## src/rtl/pipe_hazard_ctrl.sv

```systemverilog
// pipe_hazard_ctrl: hazard detection and operand-forward control for the
// in-order pipeline. Tracks in-flight register writers across DEPTH
// post-decode stages (0 = E .. DEPTH-1 = W). Handles load-use stalls,
// multi-cycle execute holds and redirect flushes.
//
// Ports
//   clk, reset            clock, asynchronous active-high reset
//   rs_d, rt_d            decode source registers
//   rs_used_d, rt_used_d  source actually read by the decoded instruction
//   dest_d, dest_valid_d  decode destination and its write enable
//   is_load_d             result becomes forwardable at LOAD_AVAIL
//   is_multi_d            multi-cycle execute op
//   flush_in              redirect taken; kills the decode-side instruction
//   stall_f, stall_d      hold PC / hold F-D register
//   bubble_e              insert NOP into the D-E register
//   hold_e                E keeps its instruction (multi-cycle op)
//   fwd_a_e, fwd_b_e      E operand source: 0 = regfile, k = stage k result
//   busy_multi            multi-cycle op occupying E
module pipe_hazard_ctrl #(
    parameter int unsigned AW         = 5,
    parameter int unsigned DEPTH      = 3,
    parameter int unsigned LOAD_AVAIL = 2,
    parameter int unsigned MUL_LAT    = 4,
    parameter int unsigned FW         = $clog2(DEPTH)
) (
    input  logic          clk,
    input  logic          reset,
    input  logic [AW-1:0] rs_d,
    input  logic [AW-1:0] rt_d,
    input  logic          rs_used_d,
    input  logic          rt_used_d,
    input  logic [AW-1:0] dest_d,
    input  logic          dest_valid_d,
    input  logic          is_load_d,
    input  logic          is_multi_d,
    input  logic          flush_in,
    output logic          stall_f,
    output logic          stall_d,
    output logic          bubble_e,
    output logic          hold_e,
    output logic [FW-1:0] fwd_a_e,
    output logic [FW-1:0] fwd_b_e,
    output logic          busy_multi
);

    localparam int unsigned   LAST     = DEPTH - 1;
    localparam int unsigned   CW       = (MUL_LAT > 1) ? $clog2(MUL_LAT) : 1;
    localparam logic [CW-1:0] CNT_LOAD = CW'((MUL_LAT > 1) ? MUL_LAT - 1 : 0);

    typedef struct packed {
        logic          valid;
        logic [AW-1:0] dest;
        logic          is_load;
    } sb_entry_t;

    typedef struct packed {
        logic          stall;
        logic [FW-1:0] fwd;
    } look_t;

    sb_entry_t [DEPTH-1:0] sb_q, sb_d;
    logic [CW-1:0]         cnt_q, cnt_d;
    logic [FW-1:0]         fwd_a_q, fwd_a_d;
    logic [FW-1:0]         fwd_b_q, fwd_b_d;
    look_t                 look_a, look_b;
    logic                  hold;
    logic                  load_use;

    // Youngest matching writer decides both the stall and the forward select.
    // A match in the last stage is retiring, so the regfile already has it.
    function automatic look_t lookup(input logic                  used,
                                     input logic [AW-1:0]         src,
                                     input sb_entry_t [DEPTH-1:0] sb);
        look_t r;
        r = '0;
        for (int i = int'(LAST); i >= 0; i--) begin
            if (used && (src != '0) && sb[i].valid && (sb[i].dest == src)) begin
                r.stall = sb[i].is_load && ((unsigned'(i) + 1) < LOAD_AVAIL);
                r.fwd   = (unsigned'(i) == LAST) ? '0 : FW'(unsigned'(i) + 1);
            end
        end
        return r;
    endfunction

    // A held E instruction's producer moves one stage per cycle.
    function automatic logic [FW-1:0] fwd_adv(input logic [FW-1:0] f);
        if ((f == '0) || (32'(f) == LAST)) begin
            return '0;
        end
        return f + FW'(1);
    endfunction

    assign hold       = (cnt_q != '0);
    assign hold_e     = hold;
    assign busy_multi = hold;
    assign fwd_a_e    = fwd_a_q;
    assign fwd_b_e    = fwd_b_q;

    // Stall / bubble decode: flush beats hold, hold beats load-use.
    always_comb begin
        look_a   = lookup(rs_used_d, rs_d, sb_q);
        look_b   = lookup(rt_used_d, rt_d, sb_q);
        load_use = look_a.stall | look_b.stall;
        stall_f  = !reset && !flush_in && (hold || load_use);
        stall_d  = !reset && !flush_in && (hold || load_use);
        bubble_e = !reset && (flush_in || (!hold && load_use));
    end

    // Scoreboard advance, multi-cycle counter and forward-select update.
    always_comb begin
        sb_d    = sb_q;
        cnt_d   = cnt_q;
        fwd_a_d = fwd_a_q;
        fwd_b_d = fwd_b_q;
        for (int i = 1; i < int'(DEPTH); i++) begin
            sb_d[i] = sb_q[i-1];
        end
        if (flush_in) begin
            sb_d[0] = '0;
            cnt_d   = '0;
            fwd_a_d = '0;
            fwd_b_d = '0;
        end else if (hold) begin
            // E keeps its op; a bubble trails it into stage 1.
            sb_d[0] = sb_q[0];
            sb_d[1] = '0;
            cnt_d   = cnt_q - CW'(1);
            fwd_a_d = fwd_adv(fwd_a_q);
            fwd_b_d = fwd_adv(fwd_b_q);
        end else begin
            sb_d[0].valid   = dest_valid_d && !load_use;
            sb_d[0].dest    = dest_d;
            sb_d[0].is_load = is_load_d;
            cnt_d   = (is_multi_d && !load_use) ? CNT_LOAD : '0;
            fwd_a_d = load_use ? '0 : look_a.fwd;
            fwd_b_d = load_use ? '0 : look_b.fwd;
        end
    end

    always_ff @(posedge clk or posedge reset) begin
        if (reset) begin
            sb_q    <= '0;
            cnt_q   <= '0;
            fwd_a_q <= '0;
            fwd_b_q <= '0;
        end else begin
            sb_q    <= sb_d;
            cnt_q   <= cnt_d;
            fwd_a_q <= fwd_a_d;
            fwd_b_q <= fwd_b_d;
        end
    end

endmodule

```

## config.mk

```make
export PLATFORM = sky130hd
export DESIGN_NAME = pipe_hazard_ctrl
export DESIGN_NICKNAME = d
export VERILOG_FILES = /design/src/rtl/pipe_hazard_ctrl.sv
export SDC_FILE = /design/constraint.sdc
export NUM_CORES = 1
export LEC_CHECK = 0
export ABC_CLOCK_PERIOD_IN_PS = 3600
export CAP_MARGIN = 10
export CORE_ASPECT_RATIO = 1.2
export CORE_MARGIN = 10
export CORE_UTILIZATION = 40
export CTS_CLUSTER_DIAMETER = 60
export DETAILED_ROUTE_END_ITERATION = 16
export PLACE_DENSITY_LB_ADDON = 0.15
export REMOVE_ABC_BUFFERS = 1
export SLEW_MARGIN = 20
export SYNTH_ARGS = -nofsm -noshare
export SYNTH_HDL_FRONTEND = slang
export SYNTH_SLANG_ARGS = --single-unit
```

## constraint.sdc

```tcl
create_clock -name clk -period 3.6 [get_ports clk]
set_clock_uncertainty 0.1 [all_clocks]
set_input_delay 0.72 -clock clk [delete_from_list [all_inputs] [get_ports clk]]
set_output_delay 0.72 -clock clk [all_outputs]
set_load 0.02 [all_outputs]
```

Power grid:
Bar = 20 um. Pins as bars on the die edge.
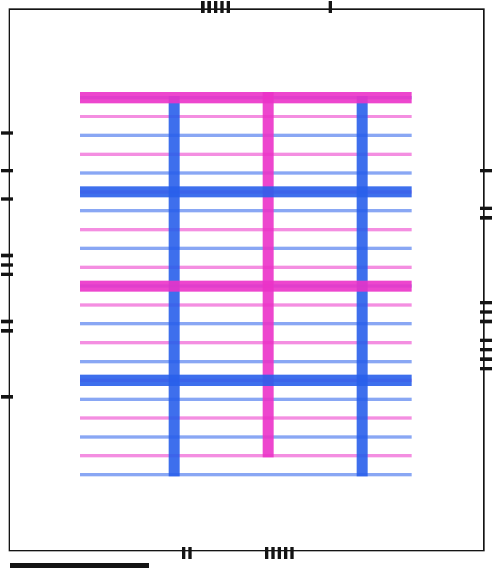
[magenta] VDD
[blue] VSS
met5 straps: 4
signal pins: 32
rows: 20
width of the die: 68.3 um
DIE HEIGHT: 77.9 um
Core ar.: 2600 sq um
worst vdd ir: 0.382 mV

Cells colored by class:
Bar = 20 um.
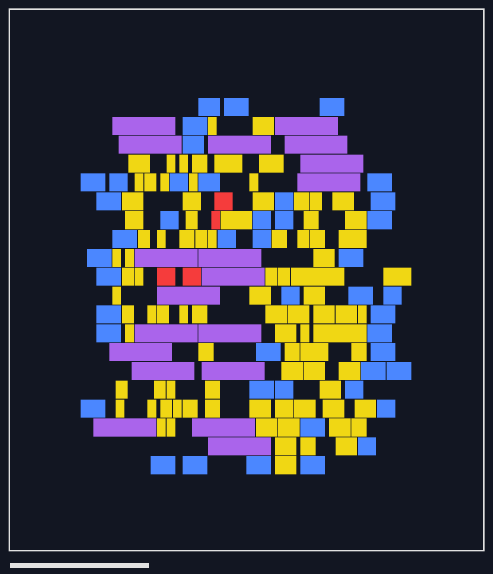
[blue] remaining buffers and delay cells | cells: 45 | share of their area: 27%
[red] clock drivers and dummy loads | cells: 4 | share of their area: 1.7%
[yellow] remaining logic cells | cells: 92 | share of their area: 41%
[purple] registers | cells: 19 | share of their area: 31%
register fraction of the total cell area: 30.0%
FP Rows: 20
final standard cell utilization of the core: 61.0%
final instance area: 1590 sq um

Routed clock nets over the placement:
Bar = 20 um.
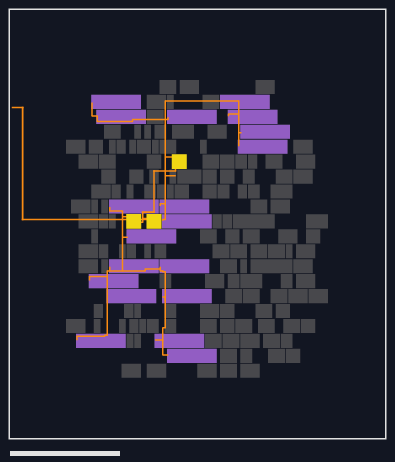
[orange] clock wires | length: 207 um
[purple] flip-flops | count: 19
[yellow] clock-net drivers | count: 3
routed clock nets: 4

Signal wires by layer:
Two of the layers only.
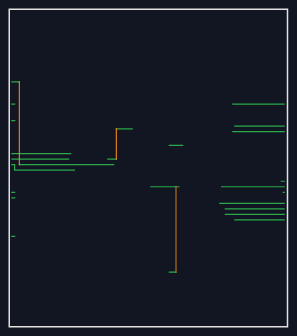
[orange] M4 | wire length: 49.0 um
[green] M3 | wire length: 202 um
wire length after detailed routing: 2.80 mm
total number of vias: 977
wire per inst: 14.5 um

==> run notes <==
Leaving out filler cells and counting taps, the final layout contains 193. In the final layout, the fill cell count is 238. In the layout the commonest cells are sky130_fd_sc_hd__clkdlybuf4s50_1, sky130_fd_sc_hd__dfrtp_1, sky130_fd_sc_hd__xnor2_1. The synthesized area per cell was 9.64 sq um.

The run finished with clean final reports. Registers take 475 sq um. For this run, global-route usage on met3 was measured as 3.59%.

The run gives 0 as the initial antenna violation count. The inserted tap cell count is 33. The HPWL after detailed placement is 2.35 mm. The relative contribution of combinational cells to total power is 30.0%. STA classifies the critical path startpoint as an input port. The number of logged tool warnings came out at 26.

Buffer cell driving the clock tree root: sky130_fd_sc_hd__clkbuf_4. After detailed routing, the met3 layer carries 202 um of wire. The run gives 606 sq um as the area used by multi-input combinational logic.

Setup repair after global routing could not meet its margin everywhere. The first TritonRoute pass finished after 4 iterations. Along the worst path, the maximum fanout reaches 3. Critical path class: input port to primary output. Counting flops with an async set or reset pin after synthesis yields a share of 100%. In this run the full chip footprint comes out at 5320 sq um. For this run, combinational gates with multiple inputs come to 85. The average vias per placed instance was 5.06; the maximum achievable frequency was 284 MHz.

The register ranked first by flip-flop count was sb_q. The logs give 0.153 mW for the power in combinational cells and 116 for the post-synthesis cell count from yosys. The longest clock path from root to sink contains 2 buffers.

The script reports the combined buffer and inverter count of the critical path as 3. Nets still carrying antenna violations after routing amount to 0. The clock network accounts for 20.3% of the total power. The tools report the post-route total power as 0.509 mW. The boundary pin count is 32.

For the via count of the first global-routing pass, the log shows 1016. Overall routing resource usage recorded by global route was 10.9%. With the post-cts hold-fix buffer tally at 0, the antenna cell count is 0. Entering global routing, the biggest net connects 20 pins.

The cell type with the largest total area after synthesis is sky130_fd_sc_hd__dfrtp_1. Per the layout report, the design carries 4 clock buffers. For the worst setup path, the data required time is 2.78 ns. Share of final layout cell area taken by non-clock buffers: 25.9%. Power share of the sequential group: 49.7%. Among logic cells in the layout, the one with the most instances is sky130_fd_sc_hd__clkdlybuf4s50_1.

After technology mapping, the gate count stands at 116. The cell with the largest stage delay on the worst path is sky130_fd_sc_hd__or4_1. The pin closest to its max-slew limit shows a slew of 0.418 ns. Maximum level of the CTS H-tree: 1. The detailed router reports a met2 wire length of 1.42 mm.

The class of the worst hold path is flip-flop to flip-flop. Hold is met by 0.453 ns. For the sequential group, total power comes out at 0.253 mW. Sequential cells placed in the final layout were counted as 19. The post-place instance area was 1550 sq um.

For this run the aggregate overflow at the end of global routing stands at 0. In the synthesized netlist, the cells that appear most often are sky130_fd_sc_hd__dfrtp_1, sky130_fd_sc_hd__xnor2_1, sky130_fd_sc_hd__nand2_1. The worst setup path is captured at a primary output.
path summary, 6_finish.rpt:
path	start	endpoint	slack, ns	depth (start not counted)
min reg2reg	cnt_q[0]	cnt_q[0]	0.45	2
max reg2reg	cnt_q[1]	fwd_b_e[1]	1.52	7
max in group asynchronous	reset	sb_d[19]	2.45	3
min in group asynchronous	reset	sb_d[20]	0.76	3
min	cnt_q[0]	cnt_q[0]	0.45	2
max	rs_d[1]	bubble_e	0.08	8
cell families after synthesis:
| family | count (synthesis) | share of synthesized area, % |
|---|---|---|
| and+or+nand+nor | 48 | 26.2 |
| xor gates and xnor gates | 20 | 15.7 |
| DFF | 19 | 42.5 |
| AOI/OAI and AO/OA | 17 | 10.9 |
| buffers and inverters | 12 | 4.81 |
Power figures rest on the tool's default switching activity, not on a simulated workload.
